===== src/rtl/lsu_pkg.sv =====
// Shared definitions for the load/store unit: funct3 codes, FSM encoding and lane helpers.
package lsu_pkg;

    localparam int unsigned XLEN = 32;
    localparam int unsigned F3_WIDTH = 3;

    localparam logic [F3_WIDTH-1:0] F3_B  = 3'd0;
    localparam logic [F3_WIDTH-1:0] F3_H  = 3'd1;
    localparam logic [F3_WIDTH-1:0] F3_W  = 3'd2;
    localparam logic [F3_WIDTH-1:0] F3_BU = 3'd4;
    localparam logic [F3_WIDTH-1:0] F3_HU = 3'd5;

    typedef enum logic [2:0] {
        ST_IDLE     = 3'd0,
        ST_LOAD     = 3'd1,
        ST_RMW_READ = 3'd2,
        ST_STORE    = 3'd3,
        ST_RESP     = 3'd4
    } lsu_state_e;

    function automatic logic [7:0] get_byte(input logic [XLEN-1:0] w, input logic [1:0] lane);
        get_byte = w[{lane, 3'b000} +: 8];
    endfunction

    function automatic logic [15:0] get_half(input logic [XLEN-1:0] w, input logic hi);
        get_half = hi ? w[31:16] : w[15:0];
    endfunction

    function automatic logic [XLEN-1:0] put_byte(input logic [XLEN-1:0] w, input logic [1:0] lane,
                                                 input logic [7:0] b);
        logic [XLEN-1:0] r;
        r = w;
        r[{lane, 3'b000} +: 8] = b;
        put_byte = r;
    endfunction

    function automatic logic [XLEN-1:0] put_half(input logic [XLEN-1:0] w, input logic hi,
                                                 input logic [15:0] h);
        put_half = hi ? {h, w[15:0]} : {w[31:16], h};
    endfunction

    function automatic logic op_valid(input logic store, input logic [F3_WIDTH-1:0] f3);
        if (store) op_valid = (f3 == F3_B) || (f3 == F3_H) || (f3 == F3_W);
        else       op_valid = (f3 == F3_B) || (f3 == F3_H) || (f3 == F3_W) ||
                              (f3 == F3_BU) || (f3 == F3_HU);
    endfunction

    function automatic logic misaligned(input logic [F3_WIDTH-1:0] f3, input logic [1:0] lo);
        case (f3)
            F3_H, F3_HU: misaligned = lo[0];
            F3_W:        misaligned = (lo != 2'b00);
            default:     misaligned = 1'b0;
        endcase
    endfunction

    function automatic logic [1:0] align_lo(input logic [F3_WIDTH-1:0] f3, input logic [1:0] lo);
        case (f3)
            F3_H, F3_HU: align_lo = {lo[1], 1'b0};
            F3_W:        align_lo = 2'b00;
            default:     align_lo = lo;
        endcase
    endfunction

endpackage


===== src/rtl/lsu_align.sv =====
// Combinational lane logic: load byte/half extract with extension, store lane merge.
module lsu_align
    import lsu_pkg::*;
(
    input  logic [F3_WIDTH-1:0] funct3,
    input  logic [1:0]          addr_lo,
    input  logic [XLEN-1:0]     rdata,
    input  logic [XLEN-1:0]     wdata,
    input  logic [XLEN-1:0]     merge_buf,
    output logic [XLEN-1:0]     load_data_c,
    output logic [XLEN-1:0]     store_data_c
);

    logic [7:0]  sel_byte;
    logic [15:0] sel_half;

    always_comb begin
        sel_byte    = get_byte(rdata, addr_lo);
        sel_half    = get_half(rdata, addr_lo[1]);
        load_data_c = rdata;
        case (funct3)
            F3_B:    load_data_c = {{24{sel_byte[7]}}, sel_byte};
            F3_BU:   load_data_c = {24'd0, sel_byte};
            F3_H:    load_data_c = {{16{sel_half[15]}}, sel_half};
            F3_HU:   load_data_c = {16'd0, sel_half};
            default: load_data_c = rdata;
        endcase
    end

    always_comb begin
        store_data_c = wdata;
        case (funct3)
            F3_B:    store_data_c = put_byte(merge_buf, addr_lo, wdata[7:0]);
            F3_H:    store_data_c = put_half(merge_buf, addr_lo[1], wdata[15:0]);
            default: store_data_c = wdata;
        endcase
    end

endmodule


===== src/rtl/load_store_unit.sv =====
// Data-memory initiator: one outstanding load/store, read-modify-write for SB/SH.
module load_store_unit
    import lsu_pkg::*;
#(
    parameter bit ALIGN_CHECK  = 1'b1,
    parameter bit ERR_ON_BADOP = 1'b1
) (
    input  logic                clk,
    input  logic                rst_n,
    input  logic                req_valid,
    output logic                req_ready,
    input  logic                req_store,
    input  logic [F3_WIDTH-1:0] req_funct3,
    input  logic [XLEN-1:0]     req_addr,
    input  logic [XLEN-1:0]     req_wdata,
    output logic                resp_valid,
    output logic [XLEN-1:0]     resp_rdata,
    output logic                resp_error,
    output logic [XLEN-1:0]     mem_access_addr,
    output logic [XLEN-1:0]     mem_in,
    output logic                mem_write_en,
    output logic                mem_read_en,
    input  logic [XLEN-1:0]     mem_out
);

    lsu_state_e          state_q, state_d;
    logic [F3_WIDTH-1:0] funct3_q, funct3_d;
    logic [XLEN-1:0]     addr_q, addr_d;
    logic [XLEN-1:0]     wdata_q, wdata_d;
    logic [XLEN-1:0]     buf_q, buf_d;
    logic [XLEN-1:0]     resp_rdata_q, resp_rdata_d;
    logic                resp_error_q, resp_error_d;

    logic                op_ok_c;
    logic [F3_WIDTH-1:0] f3_eff_c;
    logic                acc_err_c;
    logic [XLEN-1:0]     load_data_c;
    logic [XLEN-1:0]     store_data_c;
    logic                access_c;

    // Undefined funct3 either errors or degrades to a word access.
    always_comb begin
        op_ok_c   = op_valid(req_store, req_funct3);
        f3_eff_c  = op_ok_c ? req_funct3 : F3_W;
        acc_err_c = (ERR_ON_BADOP && !op_ok_c) ||
                    (ALIGN_CHECK && misaligned(f3_eff_c, req_addr[1:0]));
    end

    lsu_align u_align (
        .funct3       (funct3_q),
        .addr_lo      (addr_q[1:0]),
        .rdata        (mem_out),
        .wdata        (wdata_q),
        .merge_buf    (buf_q),
        .load_data_c  (load_data_c),
        .store_data_c (store_data_c)
    );

    always_comb begin
        state_d      = state_q;
        funct3_d     = funct3_q;
        addr_d       = addr_q;
        wdata_d      = wdata_q;
        buf_d        = buf_q;
        resp_rdata_d = resp_rdata_q;
        resp_error_d = resp_error_q;
        case (state_q)
            ST_IDLE: begin
                if (req_valid) begin
                    funct3_d     = f3_eff_c;
                    addr_d       = {req_addr[31:2], align_lo(f3_eff_c, req_addr[1:0])};
                    wdata_d      = req_wdata;
                    resp_rdata_d = '0;
                    resp_error_d = acc_err_c;
                    if (acc_err_c)             state_d = ST_RESP;
                    else if (!req_store)       state_d = ST_LOAD;
                    else if (f3_eff_c == F3_W) state_d = ST_STORE;
                    else                       state_d = ST_RMW_READ;
                end
            end
            ST_LOAD: begin
                resp_rdata_d = load_data_c;
                state_d      = ST_RESP;
            end
            ST_RMW_READ: begin
                buf_d   = mem_out;
                state_d = ST_STORE;
            end
            ST_STORE: state_d = ST_RESP;
            ST_RESP:  state_d = ST_IDLE;
            default:  state_d = ST_IDLE;
        endcase
    end

    always_ff @(posedge clk or negedge rst_n) begin
        if (!rst_n) begin
            state_q      <= ST_IDLE;
            funct3_q     <= '0;
            addr_q       <= '0;
            wdata_q      <= '0;
            buf_q        <= '0;
            resp_rdata_q <= '0;
            resp_error_q <= 1'b0;
        end else begin
            state_q      <= state_d;
            funct3_q     <= funct3_d;
            addr_q       <= addr_d;
            wdata_q      <= wdata_d;
            buf_q        <= buf_d;
            resp_rdata_q <= resp_rdata_d;
            resp_error_q <= resp_error_d;
        end
    end

    // Strobes and bus decode straight from the state register.
    assign req_ready       = (state_q == ST_IDLE);
    assign resp_valid      = (state_q == ST_RESP);
    assign resp_rdata      = resp_rdata_q;
    assign resp_error      = resp_error_q;
    assign mem_read_en     = (state_q == ST_LOAD) || (state_q == ST_RMW_READ);
    assign mem_write_en    = (state_q == ST_STORE);
    assign access_c        = mem_read_en || mem_write_en;
    assign mem_access_addr = access_c ? {addr_q[31:2], 2'b00} : '0;
    assign mem_in          = mem_write_en ? store_data_c : '0;

endmodule


===== config.mk =====
export PLATFORM = sky130hd
export DESIGN_NAME = load_store_unit
export DESIGN_NICKNAME = d
export VERILOG_FILES = /design/src/rtl/lsu_pkg.sv /design/src/rtl/lsu_align.sv /design/src/rtl/load_store_unit.sv
export SDC_FILE = /design/constraint.sdc
export NUM_CORES = 1
export LEC_CHECK = 0
export ABC_AREA = 1
export ABC_CLOCK_PERIOD_IN_PS = 2900
export CAP_MARGIN = 20
export CORE_ASPECT_RATIO = 2
export CORE_MARGIN = 4
export CORE_UTILIZATION = 43
export CTS_CLUSTER_SIZE = 16
export DETAILED_ROUTE_END_ITERATION = 6
export HOLD_SLACK_MARGIN = 0.1
export PLACE_DENSITY = 0.76
export SLEW_MARGIN = 25
export SYNTH_ARGS = -nofsm -noshare
export SYNTH_HDL_FRONTEND = slang
export SYNTH_HIERARCHICAL = 1
export SYNTH_SLANG_ARGS = --single-unit

===== constraint.sdc =====
create_clock -name clk -period 2.9 [get_ports clk]
set_input_delay 0.58 -clock clk [delete_from_list [all_inputs] [get_ports clk]]
set_output_delay 0.58 -clock clk [all_outputs]
set_load 0.005 [all_outputs]

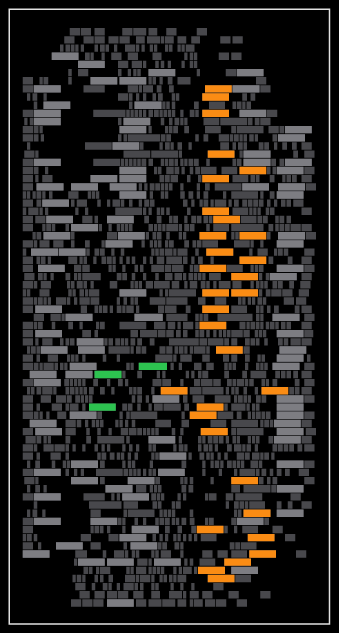
*Where the registers sit, run 1*
Drawn at 3 px/um.
[orange] buf_q | flops: 32
[green] funct3_q | flops: 3
not coloured: 100
Flop area: 3380 um2
Final Core Density: 0.596
sequential share of cell area: 0.300
Seq power: 0.00337 W

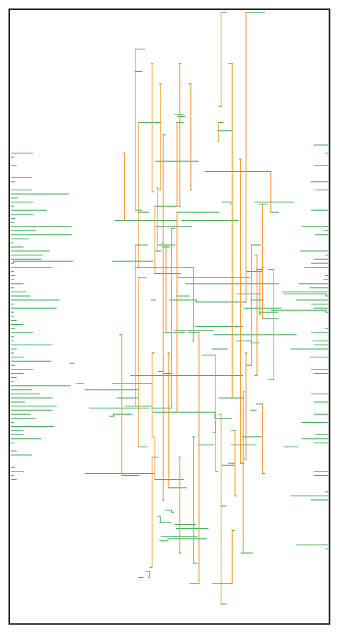
*Routed metal, one colour a layer, run 1*
Drawn at 3 px/um. Two of the layers only.
[orange] metal 4 | wire length: 1880 um
[green] metal 3 | wire length: 1520 um
via count: 8175
Routed WL: 27.3 mm
routed length per instance: 16.9 um
GRT Util Overall: 0.256

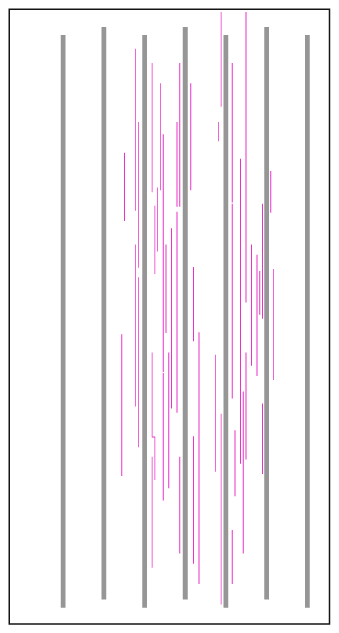
*Met4 routing, run 1*
Drawn at 3 px/um. Supply wires on this layer in grey.
main direction: vertical
longest straight run: 101 um
nets with wire on the layer: 38
wire length on this layer: 1880 um

==> impl_metrics.tcl, run 1 <==
# implementation run metrics
set metrics [dict create \
    cp.depth 10 \
    met2WireLength_mm 14.5 \
    max_freq_mhz 353 \
    cts_tree "done" \
    crit_path_end_kind "output port" \
    setup_viol 0 \
    avgSynthCellArea_um2 7.12 \
    largest_class "multi-input combinational cells" \
    crit_slowest_cell "dfrtp_2" \
    power_w 0.0118 \
    cts_hold_buf 1 \
    yosys.area_share.simple 0.317 \
    top_area_frac 0.407 \
    status "completed" \
    arrival_ns 2.25 \
    cp_cell_sequence "inv_2 > ha_2 > buf_4 > nand2_4 > o21ai_4 > nand2_1 > nand3_1 > inv_1 > nor2_1 > dlygate4sd2_1" \
    r2r-end "resp_rdata[27]" \
    drt_iter0_drc 516 \
    fin_setup_tns_ns 0 \
    use_met3 0.0439 \
    cts_buffer_depth 2 \
    cts.sinks 135 \
    n_antenna_cell 0 \
    grt_pass1_vias 8411 \
    critPathTopFamily "buffers and inverters" \
    xor_share 0 \
    die-area_um2 21700 \
    logic_gate_count 804 \
    pre_cts_ws_ns 0.0941 \
    hp-start "wdata_q[17]" \
    die_h_um 204 \
    nNonClkInverters 157 \
    met1_length_mm 9.41 \
    mostFrequentLayoutCells "nand2_1, clkdlybuf4s50_1, nor2_1, inv_1, nand3_1" \
    mux_area_frac 0.0556 \
    layout.area.comb_um2 3970 \
    io_pins 204 \
    grtUsageMet1 0.252 \
    p_comb_frac 0.517 \
    flop_cell "dfrtp_1" \
    relSlewSlack 0.496 \
    holdPathStages 2 \
    swShare 0.426 \
    clkSlewWorstSetupHoldPaths_ns 0.06 \
    clockNetworkAreaShare 0.0558 \
    drive_gt1_frac 0.103 \
    synth_cells 1166 \
    fin_hold_ws_ns 0.482 \
    via_per_inst 5.05 \
    clock_skew_ns 0.0108 \
    ys_types 28 \
    yosysWarnings 6 \
    min_to "wdata_q[17]" \
    seqPwrFrac 0.286 \
    finalNetCount 1459 \
    gr-max-usage-layer "met2" \
    root_buffer "clkbuf_16" \
    tap_cells 255 \
    yosys-stat-cells 1166 \
    gp_congestion 0.963 \
    p_int_w 0.00677 \
    drv_slew 0 \
    openroad.warnings 32 \
    area_growth_pct 35.9 \
    cts_made_buffers 17 \
    async_flop_share 1.00 \
    dp.cells 1577 \
    cts.htree.levels 4 \
    worstHoldPathType "flop to flop" \
    n_all_buffers 236 \
    tightest_slew_ns 0.755 \
    edf_count 0 \
    cp.required_ns 2.32 \
    cpPeakStageDelay_ns 0.40 \
]
### Signal wires on met1, run 1

Drawn at 4 px/um. Supply wires on this layer in grey. Cells faint in the background.
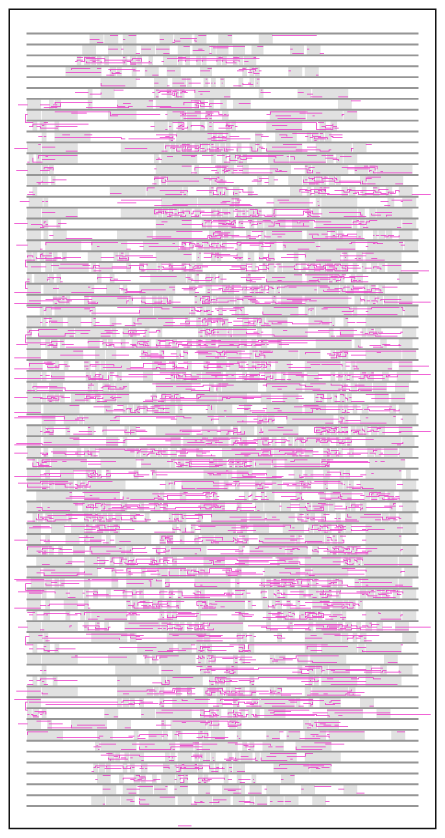

==> run 2, diff against run 1 <==
Settings changed: ABC_CLOCK_PERIOD_IN_PS 2900 to 2600, PLACE_DENSITY 0.76 to 0.79.
Clock period 2.9 ns to 2.6 ns, I/O delays scaled along.
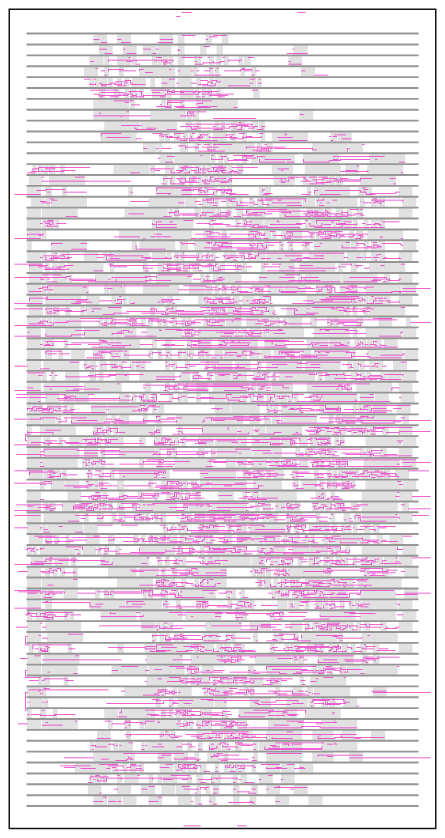
*Signal wires on met1, run 2*
Drawn at 4 px/um. Supply wires on this layer in grey. Cells faint in the background.
wire length on this layer: 9030 um
share of all routed wire: 33%
via count: 8317
met1 Usage GRT: 0.241
Routed WL: 27.0 mm

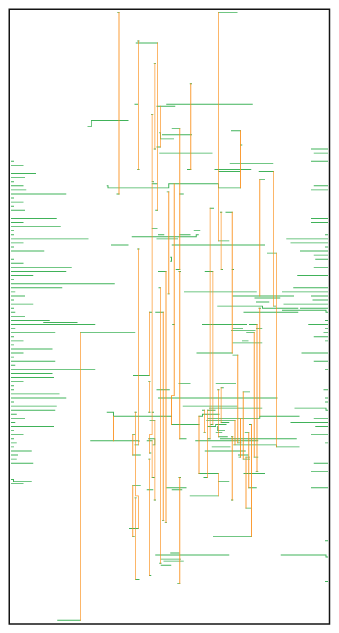
*Routed metal, one colour a layer, run 2*
Drawn at 3 px/um. Two of the layers only.
[orange] metal 4 | wire length: 2020 um
[green] metal 3 | wire length: 1740 um
routed length per instance: 16.5 um
GRT Util Overall: 0.249

==> run 2 against run 1 <==
Die area unchanged. Largest cell class unchanged. Clock power is 8% higher. Critical path type unchanged. Worst hold slack about the same. Setup slack lost 0.031 ns. Highest routed layer unchanged.
==> impl_metrics.tcl, run 2 <==
# implementation run metrics
set metrics [dict create \
    status "completed" \
    power_w 0.0134 \
    async_flop_share 1.00 \
    gr-total-overflow 0 \
    flop_cell "dfrtp_1" \
    drive_gt1_frac 0.154 \
    area_growth_pct 37.5 \
    clkSlewWorstSetupHoldPaths_ns 0.07 \
    logic_gate_count 804 \
    die_h_um 204 \
    top_area_frac 0.407 \
    seqPwrFrac 0.282 \
    p_comb_frac 0.530 \
    setup_viol 0 \
    cts_hold_buf 1 \
    dp.cells 1598 \
    fin_crit_ns 2.56 \
    drt_iter0_drc 573 \
    mostFrequentLayoutCells "nand2_1, clkdlybuf4s50_1, nor2_1, inv_1, nand3_1" \
    arrival_ns 2.04 \
    gp_congestion 0.958 \
    p_int_w 0.00766 \
    yosysWarnings 6 \
    wl_met3_mm 1.74 \
    ys_sh_adder 0.00754 \
    cp.required_ns 2.08 \
    swShare 0.427 \
    antenna_found_initial 1 \
    holdPathStages 2 \
    worstHoldPathType "flop to flop" \
    xor_share 0 \
    io_buffers 201 \
    topCellsByArea "dfrtp_1, nand2_1, nand3_1" \
    hp-start "wdata_q[27]" \
    relSlewSlack 0.541 \
    nNonClkInverters 157 \
    max_cap_viol_count 0 \
    cts_tree "done" \
    clock_skew_ns 0.0108 \
    layout.area.comb_um2 4090 \
    sh_seq_area 0.297 \
    cpPeakStageDelay_ns 0.41 \
    tightest_slew_ns 0.688 \
    fin_hold_ws_ns 0.482 \
    crit_path_end_kind "output port" \
    io_pins 204 \
    finalNetCount 1473 \
    edf_count 0 \
    ys_types 28 \
    r2r-end "resp_rdata[23]" \
    drv_slew 0 \
    cp.depth 12 \
    yosys.area.top_type "dfrtp_1" \
    min_to "wdata_q[27]" \
    crit_slowest_cell "dfrtp_2" \
    n_antenna_cell 1 \
    powerSeq_w 0.00377 \
    largest_class "multi-input combinational cells" \
    met2WireLength_mm 14.2 \
    fin_setup_tns_ns 0 \
    die-area_um2 21700 \
    cts.htree.levels 4 \
    cp_cell_sequence "inv_2 > buf_6 > ha_4 > inv_4 > buf_6 > nand2_8 > o21ai_2 > nand2_1 > nand3_2 > inv_1 > nor2_1 > buf_2" \
    cts_buffer_depth 2 \
    openroad.warnings 32 \
    cts_made_buffers 17 \
    yosys.area_share.simple 0.317 \
    use_met3 0.0500 \
    nonClkBufAreaFrac 0.211 \
    via_per_inst 5.09 \
    synth_cells 1166 \
    cts.sinks 135 \
    yosys-stat-area_um2 8300 \
    yosys-stat-cells 1166 \
    max_freq_mhz 390 \
    gr-max-usage-layer "met2" \
    critPathTopFamily "buffers and inverters" \
    met1_length_mm 9.03 \
    tap_cells 255 \
    pre_cts_ws_ns -0.156 \
    n_all_buffers 250 \
    insertion_delay_ns 0.43 \
    root_buffer "clkbuf_16" \
    grt_pass1_vias 8308 \
    avgSynthCellArea_um2 7.12 \
    clockNetworkAreaShare 0.0534 \
    regArea_um2 3390 \
    mux_area_frac 0.0556 \
    hold_viol_final 0 \
]
Power figures rest on the tool's default switching activity, not on a simulated workload.
